Run 1, routing congestion map:
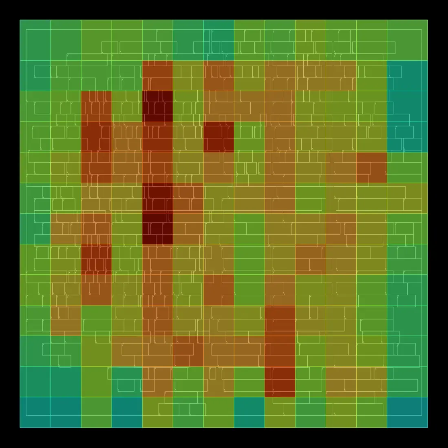
Run 1, sequential cells colored by netlist name:
Bar = 20 um. Other sequential cells in the stronger gray, the rest of the logic in the fainter gray.
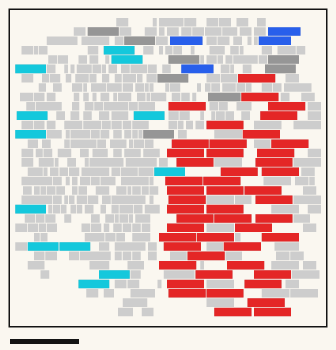
Run 1, cell sizes after repair:
Bar = 20 um.
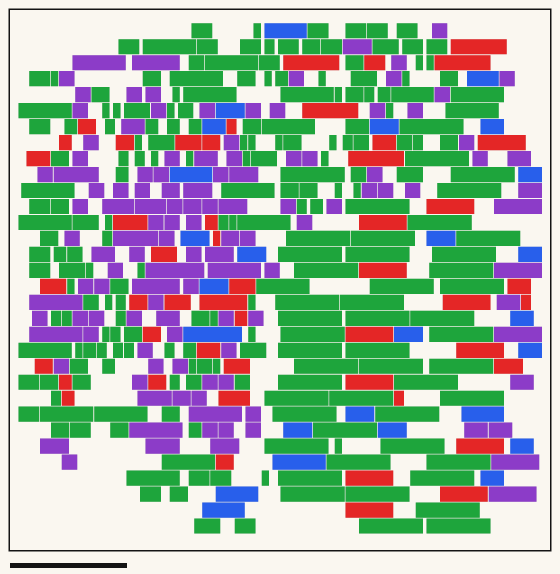
Run 1, selected gate families:
Bar = 20 um.
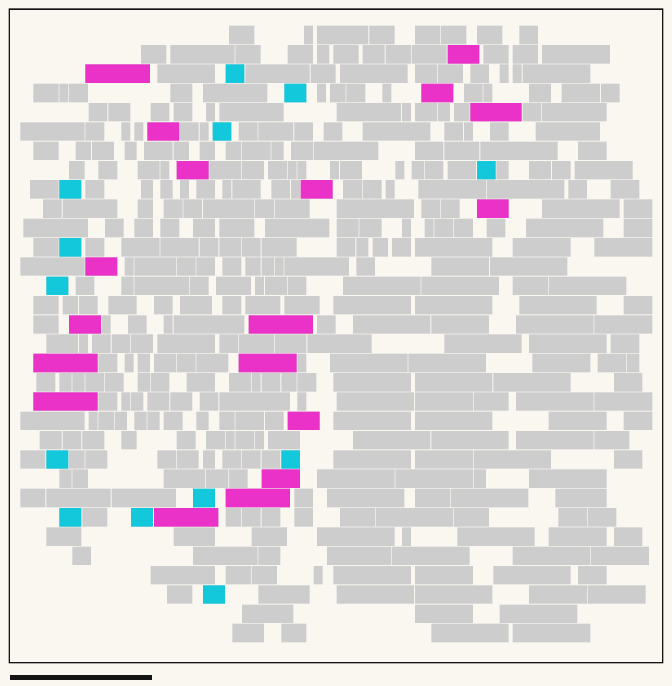
==> config.mk <==
export PLATFORM = sky130hd
export DESIGN_NAME = alu_result_buffer_flat
export DESIGN_NICKNAME = d
export VERILOG_FILES = /design/src/rtl/alu_pkg.sv /design/src/rtl/alu_result_buffer_if.sv /design/src/rtl/sync_fifo_ctrl.sv /design/src/rtl/alu_result_buffer.sv /design/src/flat_wrapper.sv
export SDC_FILE = /design/constraint.sdc
export NUM_CORES = 1
export LEC_CHECK = 0
export CORE_UTILIZATION = 45
export DETAILED_ROUTE_END_ITERATION = 12
export HOLD_SLACK_MARGIN = 0.02
export PLACE_DENSITY = 0.68
export RECOVER_POWER = 25
export SLEW_MARGIN = 20
export SYNTH_ARGS = -nofsm -noshare
export SYNTH_HDL_FRONTEND = slang
export SYNTH_SLANG_ARGS = --single-unit
==> constraint.sdc <==
create_clock -name clk -period 2.63 [get_ports clk]
set_clock_uncertainty 0.05 [all_clocks]
set_input_delay 0.789 -clock clk [delete_from_list [all_inputs] [get_ports clk]]
set_output_delay 0.789 -clock clk [all_outputs]
set_load 0.05 [all_outputs]
==> src/rtl/alu_pkg.sv <==
// -----------------------------------------------------------------------------
// alu_pkg
// Shared definitions for the ALU and the stages downstream of it.
//   DATA_W        : width of the signed ALU result
//   alu_result_t  : signed ALU result type
//   acc_max/min   : saturation limits of a signed accumulator of a given width
// -----------------------------------------------------------------------------
package alu_pkg;

    localparam int DATA_W = 6;

    typedef logic signed [DATA_W-1:0] alu_result_t;

    // Largest value a signed accumulator of acc_w bits can hold.
    function automatic longint acc_max(input int acc_w);
        return (64'sd1 <<< (acc_w - 1)) - 64'sd1;
    endfunction

    // Most negative value a signed accumulator of acc_w bits can hold.
    function automatic longint acc_min(input int acc_w);
        return -(64'sd1 <<< (acc_w - 1));
    endfunction

endpackage

==> src/rtl/alu_result_buffer_if.sv <==
// -----------------------------------------------------------------------------
// alu_result_buffer_if
// Result path between the ALU, the result buffer and its consumer.
//   c_en      : ALU result qualifier
//   c         : signed ALU result, meaningful when c_en=1
//   out_valid : buffer head is available
//   out_data  : buffer head, signed
//   out_ready : consumer takes the head this cycle
// The master modport is the environment (ALU side plus consumer side),
// the slave modport is the buffer itself.
// -----------------------------------------------------------------------------
interface alu_result_buffer_if #(
    parameter int DATA_W = alu_pkg::DATA_W
);

    logic                     c_en;
    logic signed [DATA_W-1:0] c;
    logic                     out_valid;
    logic signed [DATA_W-1:0] out_data;
    logic                     out_ready;

    modport master (
        output c_en,
        output c,
        output out_ready,
        input  out_valid,
        input  out_data
    );

    modport slave (
        input  c_en,
        input  c,
        input  out_ready,
        output out_valid,
        output out_data
    );

endinterface

==> src/rtl/sync_fifo_ctrl.sv <==
// -----------------------------------------------------------------------------
// sync_fifo_ctrl
// Pointer and occupancy bookkeeping for a power-of-two synchronous FIFO.
//   clk, rst_n : clock and asynchronous active-high reset
//   push_req   : producer offers an entry
//   pop_req    : consumer is ready to take the head
//   wr_ptr     : slot the next accepted entry goes to
//   rd_ptr     : slot holding the head
//   count      : occupancy, full, empty : count==DEPTH / count==0
//   push       : entry is accepted this cycle
//   drop       : entry is refused because the FIFO is full and not draining
// -----------------------------------------------------------------------------
module sync_fifo_ctrl #(
    parameter int  DEPTH = 8,
    localparam int PTR_W = $clog2(DEPTH),
    localparam int CNT_W = $clog2(DEPTH + 1)
) (
    input  logic             clk,
    input  logic             rst_n,
    input  logic             push_req,
    input  logic             pop_req,
    output logic [PTR_W-1:0] wr_ptr,
    output logic [PTR_W-1:0] rd_ptr,
    output logic [CNT_W-1:0] count,
    output logic             full,
    output logic             empty,
    output logic             push,
    output logic             drop
);

    logic pop;

    assign full  = (count == CNT_W'(DEPTH));
    assign empty = (count == '0);
    assign pop   = pop_req & ~empty;
    // A full FIFO still takes a new entry when the head leaves in the same cycle.
    assign push  = push_req & (~full | pop);
    assign drop  = push_req & full & ~pop;

    // Pointers wrap naturally because DEPTH is a power of two.
    always_ff @(posedge clk or posedge rst_n) begin
        if (rst_n) begin
            wr_ptr <= '0;
            rd_ptr <= '0;
            count  <= '0;
        end else begin
            if (push) begin
                wr_ptr <= wr_ptr + PTR_W'(1);
            end
            if (pop) begin
                rd_ptr <= rd_ptr + PTR_W'(1);
            end
            case ({push, pop})
                2'b10:   count <= count + CNT_W'(1);
                2'b01:   count <= count - CNT_W'(1);
                default: count <= count;
            endcase
        end
    end

endmodule

==> src/rtl/alu_result_buffer.sv <==
// -----------------------------------------------------------------------------
// alu_result_buffer
// Buffers qualified ALU results in a small FIFO for a consumer that may
// stall, keeps a saturating signed running sum of accepted results, and
// reports sticky overflow (result dropped) and saturation flags.
//   clk, rst_n : clock and asynchronous active-high reset
//   bus        : result path (c_en, c, out_valid, out_data, out_ready)
//   clr        : synchronous clear of acc, overflow and acc_sat
//   count      : occupancy, full/empty : FIFO status
//   overflow   : sticky, a result was dropped
//   acc        : signed running sum of accepted results
//   acc_sat    : sticky, acc has clamped at least once
// -----------------------------------------------------------------------------
module alu_result_buffer
    import alu_pkg::*;
#(
    parameter int  DATA_W = alu_pkg::DATA_W,
    parameter int  DEPTH  = 8,
    parameter int  ACC_W  = 12,
    localparam int CNT_W  = $clog2(DEPTH + 1)
) (
    input  logic                    clk,
    input  logic                    rst_n,
    alu_result_buffer_if.slave      bus,
    input  logic                    clr,
    output logic [CNT_W-1:0]        count,
    output logic                    full,
    output logic                    empty,
    output logic                    overflow,
    output logic signed [ACC_W-1:0] acc,
    output logic                    acc_sat
);

    localparam int PTR_W = $clog2(DEPTH);

    // Limits held one bit wider so the unclamped sum compares without wrapping.
    localparam logic signed [ACC_W:0] SUM_MAX = (ACC_W + 1)'(acc_max(ACC_W));
    localparam logic signed [ACC_W:0] SUM_MIN = (ACC_W + 1)'(acc_min(ACC_W));

    logic signed [DATA_W-1:0] mem [DEPTH];
    logic [PTR_W-1:0]         wr_ptr;
    logic [PTR_W-1:0]         rd_ptr;
    logic                     push;
    logic                     drop;

    logic signed [ACC_W-1:0]  acc_base;
    logic signed [ACC_W:0]    sum;
    logic signed [ACC_W-1:0]  acc_next;
    logic                     sat_now;

    sync_fifo_ctrl #(
        .DEPTH (DEPTH)
    ) u_ctrl (
        .clk      (clk),
        .rst_n    (rst_n),
        .push_req (bus.c_en),
        .pop_req  (bus.out_ready),
        .wr_ptr   (wr_ptr),
        .rd_ptr   (rd_ptr),
        .count    (count),
        .full     (full),
        .empty    (empty),
        .push     (push),
        .drop     (drop)
    );

    // Storage is not reset; the head is masked to zero whenever the FIFO is
    // empty, which also covers the moment reset clears the occupancy.
    always_ff @(posedge clk) begin
        if (push) begin
            mem[wr_ptr] <= bus.c;
        end
    end

    assign bus.out_valid = ~empty;
    assign bus.out_data  = empty ? '0 : mem[rd_ptr];

    // A clear in the same cycle as a push restarts the sum from the new result.
    always_comb begin
        acc_base = clr ? '0 : acc;
        sum      = (ACC_W + 1)'(acc_base) + (ACC_W + 1)'(bus.c);
        acc_next = acc_base;
        sat_now  = 1'b0;
        if (push) begin
            if (sum > SUM_MAX) begin
                acc_next = ACC_W'(SUM_MAX);
                sat_now  = 1'b1;
            end else if (sum < SUM_MIN) begin
                acc_next = ACC_W'(SUM_MIN);
                sat_now  = 1'b1;
            end else begin
                acc_next = sum[ACC_W-1:0];
            end
        end
    end

    // Sticky flags: a set event in the clearing cycle still wins.
    always_ff @(posedge clk or posedge rst_n) begin
        if (rst_n) begin
            acc      <= '0;
            acc_sat  <= 1'b0;
            overflow <= 1'b0;
        end else begin
            acc      <= acc_next;
            acc_sat  <= (acc_sat & ~clr) | sat_now;
            overflow <= (overflow & ~clr) | drop;
        end
    end

endmodule

==> src/flat_wrapper.sv <==
// flat-port wrapper written by rule: the top's interface ports become plain ports
module alu_result_buffer_flat import alu_pkg::*;
#(
    parameter int  DATA_W = alu_pkg::DATA_W,
    parameter int  DEPTH  = 8,
    parameter int  ACC_W  = 12,
    localparam int CNT_W  = $clog2(DEPTH + 1)
)
  (clk, rst_n, clr, count, full, empty, overflow, acc, acc_sat, bus_c_en, bus_c, bus_out_ready, bus_out_valid, bus_out_data);
  alu_result_buffer_if #(.DATA_W(DATA_W)) bus_i ();
  input  logic clk;
  input  logic rst_n;
  input  logic clr;
  output logic [CNT_W-1:0] count;
  output logic full;
  output logic empty;
  output logic overflow;
  output logic signed [ACC_W-1:0] acc;
  output logic acc_sat;
  input wire logic [$bits(bus_i.c_en)-1:0] bus_c_en;
  input wire logic [$bits(bus_i.c)-1:0] bus_c;
  input wire logic [$bits(bus_i.out_ready)-1:0] bus_out_ready;
  output wire logic [$bits(bus_i.out_valid)-1:0] bus_out_valid;
  output wire logic [$bits(bus_i.out_data)-1:0] bus_out_data;
  assign bus_i.c_en = bus_c_en;
  assign bus_i.c = bus_c;
  assign bus_i.out_ready = bus_out_ready;
  assign bus_out_valid = bus_i.out_valid;
  assign bus_out_data = bus_i.out_data;
  alu_result_buffer #(.DATA_W(DATA_W), .DEPTH(DEPTH), .ACC_W(ACC_W)) u_core (.clk(clk), .rst_n(rst_n), .bus(bus_i), .clr(clr), .count(count), .full(full), .empty(empty), .overflow(overflow), .acc(acc), .acc_sat(acc_sat));
endmodule
==> run_results.csv, run 1 <==
group,metric,value,unit
outcome,status,"finished, violations left",
outcome,violations,"negative setup slack",
synth,seq_area_frac_synth,0.561,
floorplanning,die_h,91.9,um
synth,topCombFamilyByArea,"simple AND/OR/NAND/NOR gates",
timing,worst_slack,-251,ps
synth,synth-edff-count,48,
synth,syn_area,3640,um2
timing,finalHoldViolCount,0,
drt,viasPerCell,5.27,
cts,h-tree-depth,3,
timing,rsz0062_at_grt,"yes",
synth,synth.cellmix.xorXnorShare,0.0313,
synth,ys_sh_simple,0.120,
worst_setup_path,end_kind,"flip-flop",
global_routing,grt_pass1_wl,13.8,mm
synth,ys.flop_type,"edfxtp_1",
floorplanning,fp_util,0.469,
drt,dr.pass1.iters,4,
cts,insertion_delay,340,ps
hold_path,whs_endpoint,"u_core.acc_sat",
drt,dr_total_vias,2681,
floorplanning,rows,32,
floorplanning,core_area,7770,um2
floorplanning,die_w,91.9,um
cts,post_cts_resized,57,
drt,postRouteAntennaNets,0,
drt,initialDrtViolationCount,143,
timing,period_used_share,1.10,
cts,cts_hold_repair.buffers,0,
timing,setup_viol,18,
timing,slew_headroom,0.539,
flow_run,drv_cap,0,
flow_run,warning_count,29,
synth,synth.top_cell.area_share,0.396,
synth,mux_area_frac,0.112,
synth,yosys_cells,277,
synth,ys_area,3640,um2
pwr,seqPwrFrac,0.287,
floorplanning,io_pins,38,
cts,cts_tree,"done",
cts,clk_pin_slew_worst_paths,80,ps
-- 'routing congestion map' (at the start) --
WL/cell: 17.1 um
GR met1 Demand/Resource: 0.261
gr busiest metal: met2
Final Core Density: 0.704
routing usage on met3: 0.0431

-- 'sequential cells colored by netlist name' (at the start) --
Key: u_core.mem = red [placed flops 48]; u_core.u_ctrl.count = blue [placed flops 4]; u_core.acc = cyan [placed flops 12]
Another 8 sequential cells are not colored.

-- 'cell sizes after repair' (at the start) --
Key: x1 and smaller = green [cells 212, share 52%, most used edfxtp_1]; x6 and larger = blue [cells 26, share 6.4%, most used clkbuf_8]; x3 and x4 = purple [cells 120, share 29%, most used buf_4]; x2 = red [cells 49, share 12%, most used mux4_2]
Worst Slack Setup Final: -251 ps
cell area after layout: 5470 um2
Area Overhead vs Synth: 50.3%

-- 'selected gate families' (at the start) --
Key: fa/ha/maj cells = magenta [cells 18, most used ha_1, where widely spread]; non-inverting ao/oa cells = cyan [cells 13, most used o22a_1]
logic share of the area: 0.359
most numerous logic cell after layout: buf_4
final std cells w/o fill: 509

## run 1: per-layer routing
metal,global-route usage,vias up,wire length (um)
met3,0.0431,9,215
met5,0,-,0
met1,0.261,1345,3680
met2,0.393,41,4710
met4,0.0573,0,83
li1,-,1286,-
## run 1: area by class of cell
cell class	count	area [um2]	share of cell area
Sequential cell	72	2050	0.374
Multi-Input combinational cell	187	1960	0.359
Timing Repair Buffer	121	1090	0.200
Clock buffer	12	166	0.0304
Tap cell	102	128	0.0233
Inverter	11	45.0	0.00823
Clock inverter	4	27.5	0.00503
## run 1: power by group through the flow
stage | registers [uW] | clock network, uW | logic [uW]
finish | 1750 | 840 | 3500
global route | 1790 | 902 | 3710
CTS | 1740 | 853 | 3380
detailed placement | 1740 | 0 | 2940
global placement | 1730 | 0 | 2890
floorplan | 2020 | 0 | 1690
## run 1: worst max-delay path, stage by stage
cell	delay, ps
buf_12	110
buf_16	130
nor2b_4	140
ha_4	150
inv_2	30
fa_2	350
nand2b_4	170
a2111oi_4	290
a211oi_2	90
and2_4	160
mux2_4	290
buf_12	150
nor3_4	120
o22a_1	140
## run 1: through the flow
| stage | total power (uW) | TNS (ps) | utilization | hold WS [ps] | area [um2] |
|---|---|---|---|---|---|
| after floorplan | 3710 | -3160 | - | 474 | 3800 |
| after CTS | 5960 | -3450 | 0.683 | 439 | 5310 |
| final | 6090 | -2810 | 0.704 | 434 | 5470 |
| after global routing | 6400 | -4230 | 0.704 | 457 | 5470 |
| after detailed placement | 4680 | -11620 | 0.613 | 421 | 4760 |
| after global placement | 4620 | -11660 | 0.613 | 419 | 4760 |
## run 1: cell usage in the layout (no fill, tap or decap), types with 3 or more instances in the layout
cell type / synthesis / final
a211oi_2: 1 / 4
clkdlybuf4s50_1: 0 / 22
buf_6: 0 / 8
dfrtp_2: 0 / 5
o21ai_1: 4 / 3
nor2b_2: 0 / 3
clkbuf_8: 0 / 10
nor2_1: 24 / 13
nand2_1: 18 / 15
a21o_1: 4 / 4
edfxtp_1: 48 / 48
nor2b_1: 16 / 8
o22a_1: 8 / 8
xor2_1: 4 / 4
inv_1: 11 / 9
ha_4: 0 / 6
mux2i_4: 0 / 7
a21oi_2: 0 / 3
a211oi_1: 6 / 3
mux4_2: 12 / 12
nor2_4: 0 / 8
buf_12: 0 / 5
ha_1: 16 / 9
a21oi_1: 8 / 5
dfrtp_1: 24 / 19
buf_4: 0 / 78
nor2b_4: 0 / 5
nor3_1: 9 / 6
xnor2_1: 9 / 9
nor2_2: 0 / 3
nand3_1: 3 / 3
o21ai_0: 5 / 4
## run 1: state kept, by name, summed over array words and instances, names as in the netlist
name and flops:
u_core.acc 12, u_core.u_ctrl.rd_ptr 3, u_core.u_ctrl.wr_ptr 3, u_core.acc_sat 1
u_core.mem 48, u_core.overflow 1, u_core.u_ctrl.count 4
## run 1: how the worst max path moves through the flow
stage | end | slack [ps] | cells past startpoint
3_5_place_dp | u_core.acc[8] | -940 | 13
4_1_cts | u_core.acc[8] | -290 | 13
3_3_place_gp | u_core.acc[9] | -930 | 11
6_report | u_core.acc[3] | -250 | 14
5_1_grt | u_core.acc[3] | -310 | 14
2_1_floorplan | u_core.acc[8] | -350 | 12
==> inputs of run 2 (changes only) <==
- RECOVER_POWER: 25 -> 100
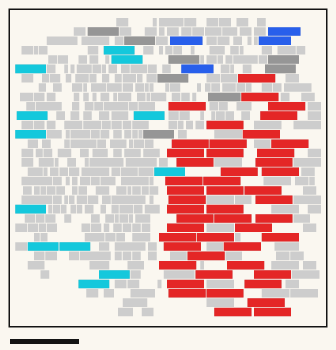
Run 2: sequential cells colored by netlist name
Bar = 20 um. Other sequential cells in the stronger gray, the rest of the logic in the fainter gray.
Key: u_core.u_ctrl.count = blue [placed flops 4]; u_core.acc = cyan [placed flops 12]; u_core.mem = red [placed flops 48]
Another 8 sequential cells are not colored.
register area: 2050 um2
sequential portion of the cell area: 0.374
sequential power: 1750 uW

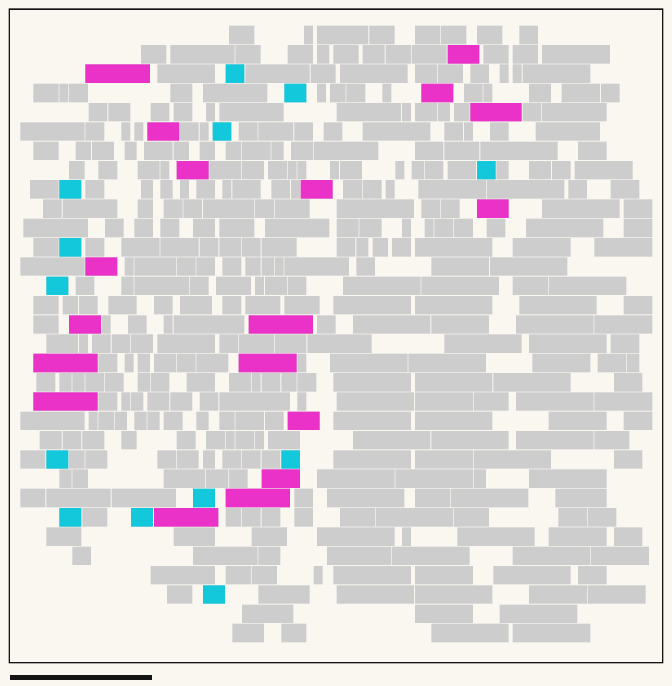
Run 2: selected gate families
Bar = 20 um.
Key: fa/ha/maj cells = magenta [cells 18, most used ha_1, where widely spread]; non-inverting ao/oa cells = cyan [cells 13, most used o22a_1]

==> run 2 against run 1 <==
The flow still finishes with violations (negative setup slack); global-route usage unchanged; clock-buffer cell count unchanged; largest power group unchanged; critical path type unchanged; core utilization unchanged; highest routed layer unchanged; synthesized cell count unchanged.
==> run_results.csv, run 2 <==
group,metric,value,unit
outcome,status,"finished, violations left",
outcome,violations,"negative setup slack",
floorplanning,die_h,91.9,um
drt,viasPerCell,5.27,
worst_setup_path,crit_chain,"buf_12 -> buf_16 -> nor2b_4 -> ha_4 -> inv_2 -> fa_2 -> nand2b_4 -> a2111oi_4 -> a211oi_2 -> and2_4 -> mux2_4 -> buf_12 -> nor3_4 -> o22a_1",
final_layout,layout_top_cells,"78 x buf_4, 48 x edfxtp_1, 22 x clkdlybuf4s50_1",
cts,cts_tree,"done",
floorplanning,fp_util,0.469,
drt,dr_total_vias,2681,
synth,seq_area_frac_synth,0.561,
final_layout,top_regs,"u_core.mem (48), u_core.acc (12), u_core.u_ctrl.count (4)",
floorplanning,die_w,91.9,um
worst_setup_path,crit_buf_inv,4,
final_layout,largest_reg_flops,48,
worst_setup_path,slowest_delay,350,ps
timing,setup_viol,18,
timing,finalHoldViolCount,0,
timing,slew_headroom,0.539,
final_layout,final_core_util,0.704,
final_layout,syn_to_final_growth,50.3,%
synth,ys_area,3640,um2
synth,synth-edff-count,48,
timing,worst_slack,-251,ps
drt,initialDrtViolationCount,143,
floorplanning,core_area,7770,um2
final_layout,layout_top_cell,"buf_4",
cts,cts_sinks,72,
drt,dr.pass1.iters,4,
worst_setup_path,cp_slowest_cell,"fa_2",
floorplanning,rows,32,
drt,routedWlPerCell,17.1,um
cts,insertion_delay,340,ps
worst_setup_path,cp_common_cell,"buf_12",
synth,yosys_cells,277,
worst_setup_path,end_kind,"flip-flop",
drt,postRouteAntennaNets,0,
timing,period_used_share,1.10,
flow_run,drv_cap,0,
timing,rsz0062_at_grt,"yes",
final_layout,mi_logic_area,1960,um2
global_routing,grt_pass1_wl,13.8,mm
floorplanning,io_pins,38,
==> run 2: power by group <==
| part | internal, uW | total (uW) | switching [uW] |
|---|---|---|---|
| clock network | 426 | 840 | 414 |
| logic | 1650 | 3500 | 1850 |
| registers | 1490 | 1750 | 263 |
| total | 3560 | 6090 | 2530 |
==> run 2: cell families after synthesis <==
logic type | Yosys count | share of synthesized area
buffers and inverters | 19 | 0.0199
AND-OR/OR-AND | 44 | 0.0894
adder cells (fa/ha/maj) | 18 | 0.0660
XOR/XNOR | 13 | 0.0313
flip-flops | 72 | 0.561
AND/OR/NAND/NOR | 86 | 0.120
multiplexers | 25 | 0.112
==> run 2: through the flow <==
stage          power [uW]  instance area (um2)  setup WS, ps  hold slack (ps)  std cells
6_report             6090                 5470          -251              434        509
3_5_place_dp         4680                 4760          -938              421        473
3_3_place_gp         4620                 4760          -935              419        473
2_1_floorplan        3710                 3800          -351              474        277
4_1_cts              5960                 5310          -292              439        504
5_1_grt              6400                 5470          -311              457        509
==> run 2: path summary, 6_finish.rpt <==
check | slack, ps | cells past startpoint | start | to
max in group asynchronous | 1530 | 3 | rst_n | u_core.u_ctrl.count[0]
worst max register to register | 30 | 12 | u_core.acc[0] | u_core.acc[3]
worst max-delay path | -250 | 14 | clr | u_core.acc[3]
worst min-delay path | 430 | 1 | u_core.acc_sat | u_core.acc_sat
worst min register to register | 430 | 1 | u_core.acc_sat | u_core.acc_sat
min in group asynchronous | 740 | 3 | rst_n | u_core.acc[9]
==> run 2: repair_timing <==
| action | 4_1_cts | 5_1_grt |
|---|---|---|
| setup buffers | 12 | 7 |
| hold buffers | 0 | 0 |
| pin swaps | 19 | 25 |
| setup endpoints to repair | 20 | 19 |
| gates cloned | 3 | 0 |
| resized | 57 | 33 |
==> run 2: area by class of cell <==
| type | instances | share of cell area |
|---|---|---|
| clock buffers | 12 | 0.0304 |
| well taps | 102 | 0.0233 |
| inverters | 11 | 0.00823 |
| flip-flops and latches | 72 | 0.374 |
| repair buffers | 121 | 0.200 |
| multi-input cells | 187 | 0.359 |
| clock inverters | 4 | 0.00503 |
==> run 2: routing by layer <==
metal	wire length (um)	vias to the layer above	GRT usage
met4	83	0	0.0573
met1	3680	1345	0.261
met2	4710	41	0.393
met5	0	-	0
met3	215	9	0.0431
li1	-	1286	-
==> inputs of run 3 (changes only) <==
- SKIP_CTS_REPAIR_TIMING: not set -> 1
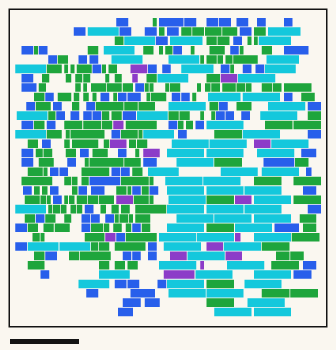
Run 3: placement by cell class
Bar = 20 um.
Key: remaining buffers and delay cells = blue [cells 110, share of their area 20%]; registers = cyan [cells 72, share of their area 39%]; clock drivers and dummy loads = purple [cells 16, share of their area 3.7%]; remaining logic cells = green [cells 198, share of their area 38%]

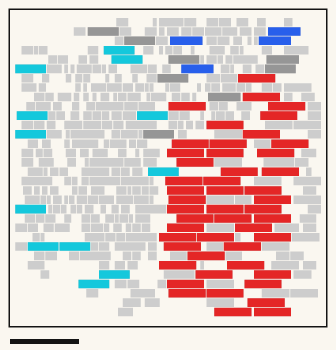
Run 3: sequential cells colored by netlist name
Bar = 20 um. Other sequential cells in the stronger gray, the rest of the logic in the fainter gray.
Key: u_core.u_ctrl.count = blue [placed flops 4]; u_core.mem = red [placed flops 48]; u_core.acc = cyan [placed flops 12]

==> run 3 against run 2 <==
The run still ends with negative setup slack left; clock power about the same; critical path depth is 1 lower; fmax rose by 0.74%; flip-flop count unchanged; final cell count decreased by 2.2%; via count fell by 2.0%; synthesized cell count unchanged; worst hold slack hardly changed; wire length is 3.0% lower; critical path type unchanged; die size stayed put; total power down 0.86%; core utilization is 1.2 points lower.
==> run_results.csv, run 3 <==
group,metric,value,unit
global_routing,use_met1,0.246,
hold_path,hold_depth,1,
timing,period_used_share,1.09,
timing,worst_slack,-230,ps
synth,ys_area,3640,um2
final_layout,layout_top_cell,"buf_4",
global_routing,busiest_layer,"met2",
outcome,violations,"negative setup slack",
floorplanning,io_pins,38,
worst_setup_path,r2r-start,"u_core.acc[0]",
flow_run,warning_count,28,
synth,topCombFamilyByArea,"simple AND/OR/NAND/NOR gates",
cts,insertion_delay,340,ps
synth,aoi_share,0.0894,
drt,viasPerCell,5.28,
global_routing,use_met3,0.0481,
synth,ys.flop_type,"edfxtp_1",
cts,clk_pin_slew_worst_paths,80,ps
hold_path,min_from,"u_core.acc_sat",
global_routing,grt_pass1_wl,12.9,mm
final_layout,top_register,"u_core.mem",
cts,cts_sinks,72,
worst_setup_path,end_kind,"flip-flop",
timing,setup_viol,18,
drt,dr_total_vias,2627,
timing,rsz0062_at_grt,"yes",
final_layout,syn_to_final_growth,47.7,%
synth,mux_area_frac,0.112,
synth,fa_ha_area_frac,0.0660,
synth,synth.top_cell.area_share,0.396,
final_layout,largest_reg_flops,48,
outcome,status,"finished, violations left",
pwr,power,6030,uW
synth,ys_sh_simple,0.120,
floorplanning,core_area,7770,um2
synth,yosys_cells,277,
final_layout,layout_top_cells,"66 x buf_4, 48 x edfxtp_1, 22 x clkdlybuf4s50_1",
worst_setup_path,crit_buf_inv,3,
floorplanning,rows,32,
synth,seq_area_frac_synth,0.561,
worst_setup_path,crit_chain,"buf_8 -> clkbuf_16 -> nor2b_4 -> ha_4 -> inv_2 -> fa_2 -> nand2b_4 -> a2111oi_4 -> a211oi_2 -> and2_4 -> mux2_4 -> nor4_2 -> o22a_1",
placement,dp_slack,-938,ps
cts,h-tree-depth,3,
timing,whs,434,ps
drt,routedWlPerCell,16.9,um
worst_setup_path,path_depth,13,
drt,dr.pass1.iters,4,
worst_setup_path,crit_start,"clr",
worst_setup_path,rr_worst_depth,11,
[run 3: cell counts after synthesis]
No cell type changed its count.
[run 3: through the flow]
step | instance area [um2] | utilization | cells
finish | 5380 | 0.692 | 498
floorplan | 3800 | - | 277
detailed placement | 4760 | 0.613 | 473
global placement | 4760 | 0.613 | 473
global route | 5380 | 0.692 | 498
CTS | 4960 | 0.638 | 489
[run 3: worst register-to-register path, stage by stage (launching register included)]
cell and delay [ps]:
dfrtp_1 360, nor2b_4 180, ha_4 160, inv_2 40
fa_2 330, nand2b_4 160, a2111oi_4 290, a211oi_2 80
and2_4 210, mux2_4 330, nor4_2 170, o22a_1 150
[run 3: report_power, final]
group	switching [uW]	internal, uW
Sequential	263	1490
Clock	413	426
Combinational	1820	1620
[run 3: cell families (layout without fill, tap and decap cells)]
logic type / count (synthesis) / in the layout
multiplexers: 25 / 26
flip-flops: 72 / 72
XOR/XNOR: 13 / 13
AND/OR/NAND/NOR: 86 / 86
adder cells (fa/ha/maj): 18 / 18
buffers and inverters: 19 / 137
AND-OR/OR-AND: 44 / 44
[run 3: per-layer routing]
layer / share of wire / vias up
li1: - / 1265
met5: 0 / -
met3: 0.029 / 10
met2: 0.53 / 44
met4: 0.012 / 0
met1: 0.43 / 1308
[run 3: area by class of cell]
class	instances	area, um2	share of cell area
timing repair buffer	110	1030	0.192
tap	102	128	0.0237
multi-input combinational	187	1930	0.359
sequential	72	2050	0.381
inverter	11	45.0	0.00838
clock buffer	12	166	0.0310
clock inverter	4	27.5	0.00512
[run 3: final timing paths]
check	endpoint	slack, ps
setup / recovery	u_core.acc[8]	-230
hold / removal	u_core.acc_sat	430
setup reg to reg	u_core.acc[8]	70
hold reg to reg	u_core.acc_sat	430
max in group asynchronous	u_core.u_ctrl.count[1]	1530
min in group asynchronous	u_core.acc[9]	730
Power figures rest on the tool's default switching activity, not on a simulated workload.
